<file path="src/rtl/vseq_pkg.sv">
// vseq_pkg: shared constants, state encoding and helpers for the vector memory sequencer.
package vseq_pkg;

   localparam int VSEQ_LANES  = 16;
   localparam int VSEQ_LANE_W = 8;
   localparam int VSEQ_CNT_W  = 5;
   localparam int VSEQ_IDX_W  = 4;
   localparam int VSEQ_VEC_W  = VSEQ_LANES * VSEQ_LANE_W;

   typedef enum logic [2:0] {
      ST_IDLE  = 3'd0,
      ST_WRITE = 3'd1,
      ST_READ  = 3'd2,
      ST_DRAIN = 3'd3,
      ST_DONE  = 3'd4
   } vseq_state_t;

   // True when a lane counter points at the final byte lane of a vector.
   function automatic logic is_last_lane(input logic [VSEQ_CNT_W-1:0] cnt);
      return cnt == VSEQ_CNT_W'(VSEQ_LANES - 1);
   endfunction

endpackage

</file>
<file path="src/rtl/vseq_lane_packer.sv">
// vseq_lane_packer: aligns read strobes with returning bytes (RD_LAT-deep valid pipe)
// and assembles the returned bytes into a 128-bit vector, lane j at bits [8j+7:8j].
module vseq_lane_packer
   import vseq_pkg::*;
#(
   parameter int RD_LAT = 1
) (
   input  logic                   clk,
   input  logic                   reset,
   input  logic                   clear,
   input  logic                   issue_re,
   input  logic [VSEQ_LANE_W-1:0] rdata,
   output logic [VSEQ_CNT_W-1:0]  cap_cnt_next,
   output logic [VSEQ_VEC_W-1:0]  asm_next
);

   logic [RD_LAT-1:0]      vld_q, vld_d;
   logic [VSEQ_CNT_W-1:0]  cnt_q, cnt_d;
   logic [VSEQ_VEC_W-1:0]  asm_q, asm_d;
   logic [VSEQ_LANES-1:0]  lane_hit;
   logic                   cap_vld;

   // The oldest pipe stage marks the cycle in which mem_rdata carries a valid byte.
   assign cap_vld = vld_q[RD_LAT-1];

   genvar gi;
   generate
      for (gi = 0; gi < VSEQ_LANES; gi++) begin : g_hit
         assign lane_hit[gi] = cap_vld && (cnt_q == VSEQ_CNT_W'(gi));
      end
   endgenerate

   // Shift the read strobe down the valid pipe, one stage per cycle.
   always_comb begin
      vld_d    = '0;
      vld_d[0] = issue_re;
      for (int k = 1; k < RD_LAT; k++) begin
         vld_d[k] = vld_q[k-1];
      end
   end

   // Capture counter and byte-lane write of the assembly register.
   always_comb begin
      cnt_d = cnt_q;
      asm_d = asm_q;
      if (clear) begin
         cnt_d = '0;
      end else if (cap_vld) begin
         cnt_d = cnt_q + VSEQ_CNT_W'(1);
      end
      for (int k = 0; k < VSEQ_LANES; k++) begin
         if (lane_hit[k]) begin
            asm_d[k*VSEQ_LANE_W +: VSEQ_LANE_W] = rdata;
         end
      end
   end

   // State registers; reset flushes in-flight read strobes so an aborted load leaves nothing behind.
   always_ff @(posedge clk) begin
      if (!reset) begin
         vld_q <= '0;
         cnt_q <= '0;
         asm_q <= '0;
      end else begin
         vld_q <= vld_d;
         cnt_q <= cnt_d;
         asm_q <= asm_d;
      end
   end

   assign cap_cnt_next = cnt_d;
   assign asm_next     = asm_d;

endmodule

</file>
<file path="src/rtl/vector_mem_sequencer.sv">
// vector_mem_sequencer: turns one 128-bit vector load/store from the MEM stage into
// 16 consecutive byte accesses on data-memory port b, stalling the pipeline meanwhile.
// Optional feature: define VSEQ_BOUNDS_CHECK_EN to reject vectors that run past MEM_DEPTH.
module vector_mem_sequencer
   import vseq_pkg::*;
#(
   parameter int ADDR_W    = 16,
   parameter int LANES     = VSEQ_LANES,
   parameter int LANE_W    = VSEQ_LANE_W,
   parameter int RD_LAT    = 1,
   parameter int MEM_DEPTH = 65536
) (
   input  logic                    clk,
   input  logic                    reset,
   input  logic                    req_valid,
   input  logic                    req_write,
   input  logic [ADDR_W-1:0]       req_addr,
   input  logic [LANES*LANE_W-1:0] req_wdata,
   output logic                    req_ready,
   output logic                    stall,
   output logic [ADDR_W-1:0]       mem_addr,
   output logic                    mem_we,
   output logic                    mem_re,
   output logic [LANE_W-1:0]       mem_wdata,
   input  logic [LANE_W-1:0]       mem_rdata,
   output logic                    rsp_valid,
   output logic [LANES*LANE_W-1:0] rsp_rdata,
   output logic                    err
);

   localparam int VEC_W = LANES * LANE_W;

   vseq_state_t            state_q, state_d;
   logic [VSEQ_CNT_W-1:0]  issue_q, issue_d;
   logic [ADDR_W-1:0]      base_q, base_d;
   logic [VEC_W-1:0]       wdata_q, wdata_d;
   logic [VEC_W-1:0]       rsp_rdata_q, rsp_rdata_d;
   logic                   err_q, err_d;
   logic                   accept;
   logic                   bounds_bad;
   logic [VSEQ_CNT_W-1:0]  cap_cnt_next;
   logic [VEC_W-1:0]       asm_next;
   logic [LANE_W-1:0]      lane_bytes [LANES];

   // Byte lanes of the latched store data; lane 0 is the least significant byte.
   genvar gi;
   generate
      for (gi = 0; gi < LANES; gi++) begin : g_lane
         assign lane_bytes[gi] = wdata_q[gi*LANE_W +: LANE_W];
      end
   endgenerate

`ifdef VSEQ_BOUNDS_CHECK_EN
   // Last byte address computed wide so a wrapping vector is caught instead of aliased.
   logic [31:0] last_addr;
   assign last_addr  = 32'(req_addr) + 32'(LANES - 1);
   assign bounds_bad = last_addr > 32'(MEM_DEPTH - 1);
`else
   logic unused_depth;
   assign unused_depth = (MEM_DEPTH > 0);
   assign bounds_bad   = 1'b0;
`endif

   assign accept = req_valid && req_ready;

   vseq_lane_packer #(
      .RD_LAT (RD_LAT)
   ) u_packer (
      .clk          (clk),
      .reset        (reset),
      .clear        (accept),
      .issue_re     (mem_re),
      .rdata        (mem_rdata),
      .cap_cnt_next (cap_cnt_next),
      .asm_next     (asm_next)
   );

   // Next-state logic: accept, issue 16 bytes, wait for read data, then pulse completion.
   always_comb begin
      state_d     = state_q;
      issue_d     = issue_q;
      base_d      = base_q;
      wdata_d     = wdata_q;
      rsp_rdata_d = rsp_rdata_q;
      err_d       = 1'b0;
      unique case (state_q)
         ST_IDLE: begin
            if (accept) begin
               base_d  = req_addr;
               wdata_d = req_wdata;
               issue_d = '0;
               if (bounds_bad) begin
                  state_d = ST_DONE;
                  err_d   = 1'b1;
               end else if (req_write) begin
                  state_d = ST_WRITE;
               end else begin
                  state_d = ST_READ;
               end
            end
         end
         ST_WRITE: begin
            if (is_last_lane(issue_q)) begin
               issue_d = '0;
               state_d = ST_DONE;
            end else begin
               issue_d = issue_q + VSEQ_CNT_W'(1);
            end
         end
         ST_READ: begin
            if (is_last_lane(issue_q)) begin
               issue_d = '0;
               state_d = ST_DRAIN;
            end else begin
               issue_d = issue_q + VSEQ_CNT_W'(1);
            end
         end
         ST_DRAIN: begin
            // Look at the next capture count so the final byte and the response land together.
            if (cap_cnt_next == VSEQ_CNT_W'(LANES)) begin
               rsp_rdata_d = asm_next;
               state_d     = ST_DONE;
            end
         end
         ST_DONE: begin
            state_d = ST_IDLE;
         end
         default: begin
            state_d = ST_IDLE;
         end
      endcase
   end

   // Port outputs decoded from the current state; handshake outputs forced low while in reset.
   always_comb begin
      req_ready = reset && (state_q == ST_IDLE);
      stall     = reset && ((state_q == ST_WRITE) || (state_q == ST_READ) ||
                            (state_q == ST_DRAIN) || ((state_q == ST_IDLE) && req_valid));
      mem_we    = (state_q == ST_WRITE);
      mem_re    = (state_q == ST_READ);
      mem_addr  = '0;
      mem_wdata = '0;
      if ((state_q == ST_WRITE) || (state_q == ST_READ)) begin
         mem_addr = base_q + ADDR_W'(issue_q);
      end
      if (state_q == ST_WRITE) begin
         mem_wdata = lane_bytes[issue_q[VSEQ_IDX_W-1:0]];
      end
      rsp_valid = (state_q == ST_DONE);
      err       = (state_q == ST_DONE) && err_q;
      rsp_rdata = rsp_rdata_q;
   end

   // State registers; synchronous active-low reset aborts any access in flight.
   always_ff @(posedge clk) begin
      if (!reset) begin
         state_q     <= ST_IDLE;
         issue_q     <= '0;
         base_q      <= '0;
         wdata_q     <= '0;
         rsp_rdata_q <= '0;
         err_q       <= 1'b0;
      end else begin
         state_q     <= state_d;
         issue_q     <= issue_d;
         base_q      <= base_d;
         wdata_q     <= wdata_d;
         rsp_rdata_q <= rsp_rdata_d;
         err_q       <= err_d;
      end
   end

endmodule

</file>
<file path="config.mk">
export PLATFORM = sky130hd
export DESIGN_NAME = vector_mem_sequencer
export DESIGN_NICKNAME = d
export VERILOG_FILES = /design/src/rtl/vseq_pkg.sv /design/src/rtl/vseq_lane_packer.sv /design/src/rtl/vector_mem_sequencer.sv
export SDC_FILE = /design/constraint.sdc
export NUM_CORES = 1
export LEC_CHECK = 0
export ABC_AREA = 1
export CORE_MARGIN = 8
export CORE_UTILIZATION = 56
export DETAILED_ROUTE_END_ITERATION = 6
export GPL_TIMING_DRIVEN = 0
export PLACE_DENSITY = 0.85
export SYNTH_ARGS = -nofsm -noshare
export SYNTH_HDL_FRONTEND = slang
export SYNTH_SLANG_ARGS = --single-unit
</file>
<file path="constraint.sdc">
create_clock -name clk -period 5.5 [get_ports clk]
set_input_delay 0.55 -clock clk [delete_from_list [all_inputs] [get_ports clk]]
set_output_delay 0.55 -clock clk [all_outputs]
set_load 0.01 [all_outputs]
</file>
==> impl_metrics.toml <==
# implementation run metrics
[outcome]
run_status = "finished clean"

[final_timing]
rsz_0062_raised_after_global_routing = "no"
timing_hold_violations_final = 0
maxSlewViolCount = 0
final.period_utilization_pct = 71.6
max_freq_mhz = 254
worst_slew_pin_slew_ns = 0.935
finalHoldWorstSlack_ns = 0.451
report.final.setup_viol = 0

[clock_tree]
cts.path.max_buffers = 3
cts_inserted_buffers = 41
cts-resized-gates = 0
postCtsSetupBuffers = 0
cts_tree = "yes"

[finish]
top_area_cell_class = "sequential cells"
clockBufferCount = 60
nNonClkInverters = 130
design.final.nets = 2699
final-clk-cell-share_pct = 6.35
n_multi_input_combinational_cell = 1486
nFlopsAndLatches = 414
register_area_sq_um = 8290
area_delta_synth_final_pct = 30.2
fillers = 2211
stdcell_area_sq_um = 21500
num-nonclk-buffers = 458
area.share.combinational_pct = 32.8
antenna-diode-count = 0

[pwr]
switchingPower_mw = 2.30
cellLeakagePower_nw = 7.88
power_density_nw_per_um2 = 362
seq-power_mw = 3.36
p_seq_share_pct = 43.3
power_report.internal_total_mw = 5.47
sw_frac_of_total_pct = 29.6
power.combinational.fraction_pct = 19.8

[route]
drt-pass1-iter-count = 6
wl_met1_um = 20800
topRoutingLayerUsed = "met4"
route.met3.wl_um = 5050
drt_iter0_markers = 1758
detail_route.wirelength_um = 52400
routed-wl-met2_um = 24500
wl_per_cell_um = 17.8
detail_route.drc_violations = 0
viasPerCell = 5.51

[run]
stage_log_warnings = 29
maxCapViolCount = 0

[yosys]
post_synth_xor_area_fraction_pct = 0.258
synthCells = 2176
ys_sh_simple_pct = 25.8
ys_warn_count = 0
top_cells_by_area = "dfxtp_1, nand2_1, o21ai_0"
synth_seq_share_pct = 50.2
synthTopCellsByCount = "nand2_1, dfxtp_1, o21ai_0, a21oi_1, nor2_1"
post_synth.cell_area_avg_sq_um = 7.58
syn_nets = 2344
synthTopLogicFamily = "simple AND/OR/NAND/NOR gates"
muxShareOfSynthArea_pct = 0
post_synth_edffs = 0
netlist_area_before_placement_sq_um = 16500

[worst_setup_path]
crit_path_start = "issue_q[1]"
reg2reg_setup_slack_ns = 2.99
timing.critical_path.depth = 9
cpPeakStageDelay_ns = 0.62
critical_path.max_fanout = 10
worst_r2r_path_depth = 7
cp_data_arrival_time_ns = 3.39
critical-path-top-delay-family = "buffers and inverters"
worst_path_max_delay_cell = "clkdlybuf4s50_1"
critPathBufInv = 4
cp.required_ns = 4.95
ws_path_type = "flip-flop to output pin"

[global_route]
met2_usage_pct = 47.4
grt_max_degree = 14
globalRoute.totalOverflow = 0
grt-busiest-layer = "met2"
global_route_wire_length_before_repair_um = 82800

[die]
num_rows = 63
tap_cells = 390
num_io_pins = 314

[placed_design]
hpwl_after_detailed_placement_um = 38900

[hold_path]
hold-path-endpoint = "rsp_rdata[25]"
worst_hold_path.num_cells = 2
hold_class = "flip-flop to flip-flop"
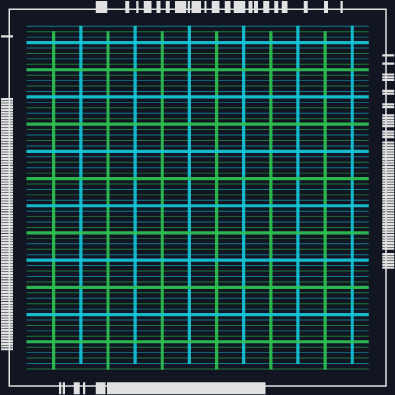
**Above:** PDN straps and rails.
(2 px per um) Pins as bars on the die edge.
legend:
  green:
    net: VSS
  cyan:
    net: VDD
rows: 63
met4 straps: 12
met5 straps: 12
core outline area: 29300 sq um
Worst VDD drop: 0.284 mV
Die Y: 188 um
die x size: 188 um

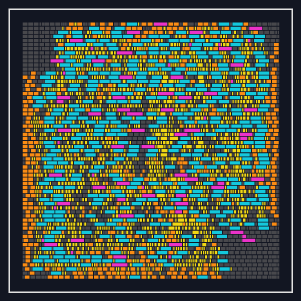
**Above:** cells colored by class.
(1.5 px per um) Fill, decap, tap and diode cells in gray.
legend:
  cyan:
    class: sequential cells
    cells: 414
    share_of_their_area: 39%
  yellow:
    class: combinational and other logic
    cells: 1616
    share_of_their_area: 36%
  magenta:
    class: clock drivers and dummy loads
    cells: 70
    share_of_their_area: 6.5%
  orange:
    class: remaining buffers and delay cells
    cells: 458
    share_of_their_area: 18%
sequential fraction of total cell area: 38.6%
Core Util, Final: 73.2%

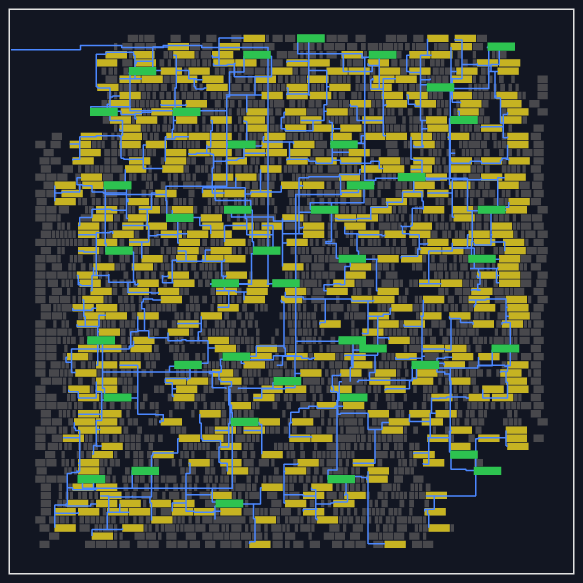
**Above:** clock wires, drivers and flops.
(3 px per um)
legend:
  blue:
    item: clock wires
    length: 4440 um
  green:
    item: clock drivers
    count: 41
  yellow:
    item: flip-flops
    count: 414
flops lie: all over the die
routed clock nets: 42
Post-Route Skew: 0.0206 ns
P_clk: 2.86 mW
Skew-Pair Late Insertion Delay: 0.55 ns
share of power burned in the clock network: 36.9%

Power is estimated from default activity; no workload was simulated.
